File: src/rtl/morse_pkg.sv
`default_nettype none
// +----------------------------------------------------------------------+
// | morse_pkg: state encoding and A-H Morse pattern/length tables        |
// | Rev 1.0                                                              |
// +----------------------------------------------------------------------+
package morse_pkg;

  localparam logic [1:0] ST_IDLE = 2'd0;
  localparam logic [1:0] ST_ON   = 2'd1;
  localparam logic [1:0] ST_GAP  = 2'd2;

  typedef enum logic [1:0] {
    S_IDLE = ST_IDLE,
    S_ON   = ST_ON,
    S_GAP  = ST_GAP
  } morse_state_t;

  // MSB first, left-aligned; 1 = dash, 0 = dot; unused tail bits are 0
  function automatic logic [3:0] morse_pattern(input logic [2:0] sel);
    logic [3:0] pat;
    case (sel)
      3'd0:    pat = 4'b0100;
      3'd1:    pat = 4'b1000;
      3'd2:    pat = 4'b1010;
      3'd3:    pat = 4'b1000;
      3'd4:    pat = 4'b0000;
      3'd5:    pat = 4'b0010;
      3'd6:    pat = 4'b1100;
      default: pat = 4'b0000;
    endcase
    return pat;
  endfunction

  function automatic logic [2:0] morse_len(input logic [2:0] sel);
    logic [2:0] len;
    case (sel)
      3'd0:    len = 3'd2;
      3'd1:    len = 3'd4;
      3'd2:    len = 3'd4;
      3'd3:    len = 3'd3;
      3'd4:    len = 3'd1;
      3'd5:    len = 3'd4;
      3'd6:    len = 3'd3;
      default: len = 3'd4;
    endcase
    return len;
  endfunction

endpackage
`default_nettype wire

File: src/rtl/morse_unit_timer.sv
`default_nettype none
// +----------------------------------------------------------------------+
// | morse_unit_timer: prescaler + unit counter, expire after N units     |
// | Rev 1.0                                                              |
// +----------------------------------------------------------------------+
module morse_unit_timer #(
  parameter int TICKS_PER_UNIT = 25_000_000,
  parameter int CNT_W          = 25,
  parameter int UNIT_W         = 2
) (
  input  logic              clk,
  input  logic              reset,
  input  logic              clr,
  input  logic [UNIT_W-1:0] units_target,
  output logic              expire
);

  localparam logic [CNT_W-1:0]  C_PRE_LAST = CNT_W'(TICKS_PER_UNIT - 1);
  localparam logic [CNT_W-1:0]  C_CNT_ONE  = CNT_W'(1);
  localparam logic [UNIT_W-1:0] C_UNIT_ONE = UNIT_W'(1);

  logic [CNT_W-1:0]  r_prescale;
  logic [UNIT_W-1:0] r_units;
  logic              w_unit_end;

  assign w_unit_end = (r_prescale == C_PRE_LAST);
  assign expire     = !clr && w_unit_end && ((r_units + C_UNIT_ONE) == units_target);

  // Clearing on expire lets the next state start on a fresh unit boundary
  always_ff @(posedge clk) begin
    if (!reset || clr || expire) begin
      r_prescale <= '0;
      r_units    <= '0;
    end else if (w_unit_end) begin
      r_prescale <= '0;
      r_units    <= r_units + C_UNIT_ONE;
    end else begin
      r_prescale <= r_prescale + C_CNT_ONE;
    end
  end

endmodule
`default_nettype wire

File: src/rtl/morse_letter_transmitter.sv
`default_nettype none
// +----------------------------------------------------------------------+
// | morse_letter_transmitter: plays latched A-H Morse letter on led      |
// | Option: MORSE_REPEAT_EN - held load repeats the letter after done    |
// | Rev 1.0                                                              |
// +----------------------------------------------------------------------+
module morse_letter_transmitter
  import morse_pkg::*;
#(
  parameter int TICKS_PER_UNIT = 25_000_000,
  parameter int CNT_W          = 25,
  parameter int DASH_UNITS     = 3,
  parameter int GAP_UNITS      = 1
) (
  input  logic       clk,
  input  logic       reset,
  input  logic [2:0] select,
  input  logic       load,
  output logic       led,
  output logic       busy,
  output logic       done,
  output logic [2:0] size
);

  localparam int C_UNIT_MAX = (DASH_UNITS > GAP_UNITS) ? DASH_UNITS : GAP_UNITS;
  localparam int C_UNIT_W   = $clog2(C_UNIT_MAX + 1);

  localparam logic [C_UNIT_W-1:0] C_DOT_T  = C_UNIT_W'(1);
  localparam logic [C_UNIT_W-1:0] C_DASH_T = C_UNIT_W'(DASH_UNITS);
  localparam logic [C_UNIT_W-1:0] C_GAP_T  = C_UNIT_W'(GAP_UNITS);

  morse_state_t        r_state;
  logic [3:0]          r_pattern;
  logic [2:0]          r_remaining;
  logic [2:0]          r_size;
  logic                r_load_q;
  logic                r_led;
  logic                r_busy;
  logic                r_done;

  logic                w_start;
  logic                w_expire;
  logic                w_tmr_clr;
  logic [C_UNIT_W-1:0] w_target;

`ifdef MORSE_REPEAT_EN
  assign w_start = (r_state == S_IDLE) && load && (!r_load_q || r_done);
`else
  assign w_start = (r_state == S_IDLE) && load && !r_load_q;
`endif

  // Timer held cleared in IDLE so ON always begins at a zero count
  assign w_tmr_clr = (r_state == S_IDLE);

  always_comb begin
    w_target = C_DOT_T;
    case (r_state)
      S_GAP:   w_target = C_GAP_T;
      S_ON:    w_target = r_pattern[3] ? C_DASH_T : C_DOT_T;
      default: w_target = C_DOT_T;
    endcase
  end

  morse_unit_timer #(
    .TICKS_PER_UNIT (TICKS_PER_UNIT),
    .CNT_W          (CNT_W),
    .UNIT_W         (C_UNIT_W)
  ) u_timer (
    .clk          (clk),
    .reset        (reset),
    .clr          (w_tmr_clr),
    .units_target (w_target),
    .expire       (w_expire)
  );

  always_ff @(posedge clk) begin
    if (!reset) begin
      r_state     <= S_IDLE;
      r_pattern   <= '0;
      r_remaining <= '0;
      r_size      <= '0;
      r_load_q    <= 1'b1;
      r_led       <= 1'b0;
      r_busy      <= 1'b0;
      r_done      <= 1'b0;
    end else begin
      r_load_q <= load;
      r_done   <= 1'b0;
      case (r_state)
        S_IDLE: begin
          if (w_start) begin
            r_state     <= S_ON;
            r_pattern   <= morse_pattern(select);
            r_size      <= morse_len(select);
            r_remaining <= morse_len(select);
            r_led       <= 1'b1;
            r_busy      <= 1'b1;
          end
        end
        S_ON: begin
          if (w_expire) begin
            r_state <= S_GAP;
            r_led   <= 1'b0;
          end
        end
        S_GAP: begin
          if (w_expire) begin
            r_pattern   <= {r_pattern[2:0], 1'b0};
            r_remaining <= r_remaining - 3'd1;
            if (r_remaining == 3'd1) begin
              r_state <= S_IDLE;
              r_busy  <= 1'b0;
              r_done  <= 1'b1;
            end else begin
              r_state <= S_ON;
              r_led   <= 1'b1;
            end
          end
        end
        default: begin
          r_state <= S_IDLE;
          r_led   <= 1'b0;
          r_busy  <= 1'b0;
        end
      endcase
    end
  end

  assign led  = r_led;
  assign busy = r_busy;
  assign done = r_done;
  assign size = r_size;

endmodule
`default_nettype wire

File: config.mk
export PLATFORM = sky130hd
export DESIGN_NAME = morse_letter_transmitter
export DESIGN_NICKNAME = d
export VERILOG_FILES = /design/src/rtl/morse_pkg.sv /design/src/rtl/morse_unit_timer.sv /design/src/rtl/morse_letter_transmitter.sv
export SDC_FILE = /design/constraint.sdc
export NUM_CORES = 1
export LEC_CHECK = 0
export CORE_MARGIN = 2
export CORE_UTILIZATION = 60
export DETAILED_ROUTE_END_ITERATION = 10
export PLACE_DENSITY = 0.81
export SLEW_MARGIN = 20
export SYNTH_ARGS = -nofsm -noshare
export SYNTH_HDL_FRONTEND = slang
export SYNTH_SLANG_ARGS = --single-unit
File: constraint.sdc
create_clock -name clk -period 4.7 [get_ports clk]
set_clock_uncertainty 0.15 [all_clocks]
set_input_delay 0.94 -clock clk [delete_from_list [all_inputs] [get_ports clk]]
set_output_delay 0.94 -clock clk [all_outputs]
set_load 0.03 [all_outputs]
run_1/registers.png
Drawn at 6 px/um. Other sequential cells in the stronger gray, the rest of the logic in the fainter gray.
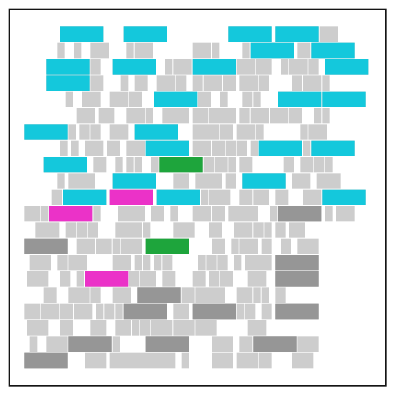
r_remaining: shown in magenta, sequential cells 3. r_state: shown in green, sequential cells 2. u_timer.r_prescale: shown in cyan, sequential cells 25.
Reg area: 841 um^2
sequential share of cell area: 37.3%
P_seq: 0.365 mW
Layout Utilization: 68.2%

run_1/met2.png
Drawn at 6 px/um.
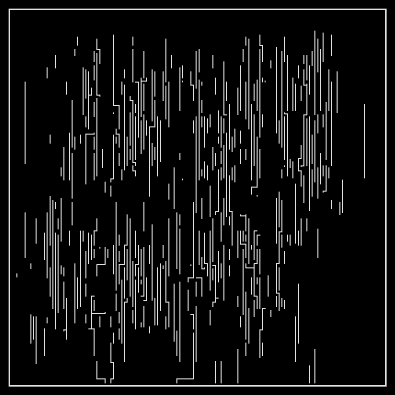
The longest straight run is 18.0 um. 212 nets have wire on it. The layer holds 47% of the routed length.
DR vias: 1,655
met2 usage: 36.3%
final wirelength: 3.78 mm

==> notes.md, run 1 <==
fresh numbers from the pnr run: status=completed, Mapped Area=between 2000 and 2500 um^2, Final Power=between 0.6 and 0.7 mW, ys cells=around 240, worst-margin pin slew=a little under 0.9 ns, post-synth area from yosys stat=about 2100 um^2, GRT Resource Usage Total=22.3%, combinational gate area=1130 um^2, setup TNS=0 ns, Post-synth top cells=dfxtp_1 (42), nor2_1 (34), xor2_1 (18), Setup Buffers After CTS=0, Tool Warnings=27, crit path kind=in -> reg, Yosys reg bits=roughly 42, fillers=284, layout net count=approximately 250, CTS resizes=0, fin. max-slew vios=0, post-layout min period=2.67 ns, crit path capture type=register, flop count=around 42, Cells after Synth=between 200 and 250, Max-Cap Viols=0, largest net degree at the start of global routing=26, io pins=12, mux frac, synth=2.99%, Root Driver=clkbuf_4, total gr overflow=0, total CTS buffers=5, Placer Congestion=about 0.78, Vert. Die Dim=62.5 um, TritonCTS clock tree=done, Fin. Hold Viols=0, startpoint type of the worst setup path=input port, Cell Int Power=0.494 mW
run_1/zoom.png
Window x 19 to 44, y 19 to 44 um. Cells in gray, sequential cells in the stronger gray; small squares are vias.
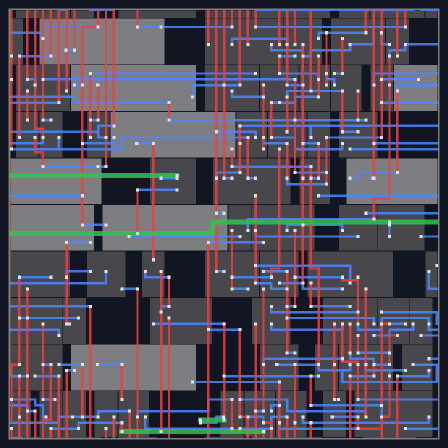
met2: shown in red. met1: shown in blue. met3: shown in green. met4: shown in orange.
Sequential cells in the window: 8. Netlist names of flops here include u_timer.r_prescale (5), r_state (2). Most frequent: nor2_1 (8), dfxtp_1 (8), nand2_1 (5). 60 logic cells have their middle in the window.

run 1: per-stage QoR:
step	util [%]	worst slack (ns)	cells	instance area (um^2)	hold WS, ns
5_1_grt	68.2	1.82	290	2260	0.365
6_report	68.2	2.03	290	2260	0.338
3_3_place_gp	65.7	1.67	282	2180	0.295
3_5_place_dp	65.7	1.62	282	2180	0.327
2_1_floorplan	-	2.54	235	2050	0.289
4_1_cts	68.2	2.02	290	2260	0.343
run 1: worst paths after layout:
| path | from | endpoint | slack [ns] | cells after the start |
|---|---|---|---|---|
| max | reset | u_timer.r_prescale[15] | 2.03 | 4 |
| min | busy | busy | 0.34 | 2 |
| max reg2reg | u_timer.r_prescale[0] | u_timer.r_prescale[15] | 2.20 | 6 |
| min reg2reg | busy | busy | 0.34 | 2 |
run 1: worst max-delay path, cell delays in order:
cell and delay [ns]:
clkdlybuf4s50_1 0.76, o21ai_0 0.23, nand2b_1 0.61, nor2_1 0.26
run 1: power groups by stage:
| stage | registers (mW) | clock network (mW) | logic, mW |
|---|---|---|---|
| after floorplan | 0.376 | 0 | 0.0246 |
| after global placement | 0.373 | 0 | 0.0427 |
| after detailed placement | 0.373 | 0 | 0.0437 |
| after CTS | 0.365 | 0.240 | 0.0439 |
| after global routing | 0.367 | 0.251 | 0.0484 |
| final | 0.365 | 0.236 | 0.0436 |
run 1: per-layer routing:
layer  track usage [%]  vias to the layer above  wire length, um
met5                 0                        -                0
met2              36.3                       20             1770
met3              4.32                        7              112
met4              8.33                        0               67
met1              29.4                      787             1830
li1                  -                      841                -
run 1: flip-flops by register name, indices dropped and copies added (netlist names):
signal	count
r_load_q	1
led	1
r_pattern	3
busy	1
u_timer.r_units	2
size	3
done	1
r_state	2
r_remaining	3
u_timer.r_prescale	25
==> run 2, diff against run 1 <==
- CORE_UTILIZATION: 60 -> 53
- PLACE_DENSITY: 0.81 -> 0.76
- clock period: 4.7 -> 2.4 ns (I/O delays scaled with it)
run_2/zoom.png
Window x 21 to 46, y 21 to 46 um. Cells in gray, sequential cells in the stronger gray; small squares are vias.
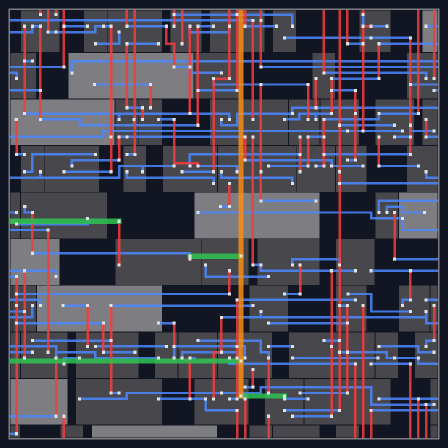
met4: shown in orange. met3: shown in green. met1: shown in blue. met2: shown in red.
Netlist names of flops here include u_timer.r_prescale (3), r_pattern (1). 51 logic cells have their middle in the window. Sequential cells in the window: 4. Most frequent: nor2_1 (7), nand2_1 (5).

==> notes.md, run 2 <==
fresh numbers from the pnr run: status=completed, Top Consumer=registers, post-layout min period=around 2.1 ns, crit path cell chain=ha_1 -> and2_1 -> nand4_2 -> or4b_4 -> nor3b_2 -> o21ai_1, Cell Int Power=0.981 mW (+99%), crit path capture type=register, worst reg2reg path startpoint=u_timer.r_prescale[1], Tool Warnings=27 (unchanged), post-synth area from yosys stat=2050 um^2 (unchanged), WHS Endpoint=r_pattern[2], r2r setup slk=0.28 ns (-1.92 ns), hold path cells=2 (unchanged), R2R depth=6 (unchanged), ys cells=235 (unchanged), Final Power=1.29 mW (+99%), Vert. Die Dim=66.2 um (+6.0%), Setup Buffers After CTS=0 (unchanged), post-route cell area=2330 um^2 (+3.3%), Mapped Area=2050 um^2 (unchanged), Yosys reg bits=42 (unchanged), CTS resizes=0 (unchanged), layout net count=258 (+2.4%), Final Instance Count excl. Fillers=298 (+2.8%), startpoint type of the worst setup path=register, TritonCTS clock tree=done, Fin. Hold Viols=0 (unchanged), reg2reg end=busy, largest stage delay on the critical path=0.59 ns (-0.17 ns), clk pwr=0.480 mW (+100%)
-- run 2: cell types whose count changed in the layout (fill, tap and decap cells not counted) --
cell / before / now
bufinv_16: 1 / 0
clkbuf_8: 0 / 6
buf_4: 1 / 6
inv_6: 1 / 0
clkbuf_4: 5 / 0
buf_12: 0 / 1
clkinvlp_4: 0 / 1
-- run 2: worst max path at each step --
stage / depth (start not counted) / endpoint / slack, ns
2_1_floorplan: 6 / busy / 0.41
3_3_place_gp: 6 / r_remaining[0] / 0.23
3_5_place_dp: 6 / r_remaining[0] / 0.17
4_1_cts: 6 / busy / 0.27
5_1_grt: 6 / busy / 0.14
6_report: 6 / busy / 0.28
-- run 2: metal layers --
layer	vias to the layer above	wire length (um)	global-route usage, %
met4	0	48	6.38
met1	776	2010	25.2
met5	-	0	0
met2	13	1560	30.1
met3	6	89	4.77
li1	852	-	-
-- run 2: layout make-up --
class	instances	share of cell area, %
inverters	7	1.13
clock buffers	6	3.54
repair buffers	18	7.51
flip-flops and latches	42	36.1
well taps	48	2.58
multi-input cells	175	48.6
clock inverters	2	0.537
-- run 2: cell families (layout without fill, tap and decap cells) --
| group | after synthesis | in the layout |
|---|---|---|
| adders and majority gates | 3 | 3 |
| DFF | 42 | 42 |
| and+or+nand+nor | 111 | 111 |
| AOI/OAI and AO/OA | 30 | 30 |
| buffers and inverters | 18 | 33 |
| muxes | 6 | 6 |
| xor gates and xnor gates | 25 | 25 |
-- run 2: metrics by stage --
step	hold WS (ns)	setup slack, ns	util [%]
2_1_floorplan	0.289	0.415	-
6_report	0.320	0.282	63.2
5_1_grt	0.338	0.143	63.2
4_1_cts	0.319	0.265	63.2
3_3_place_gp	0.298	0.228	60.6
3_5_place_dp	0.308	0.170	60.6
Power is estimated from default activity; no workload was simulated.
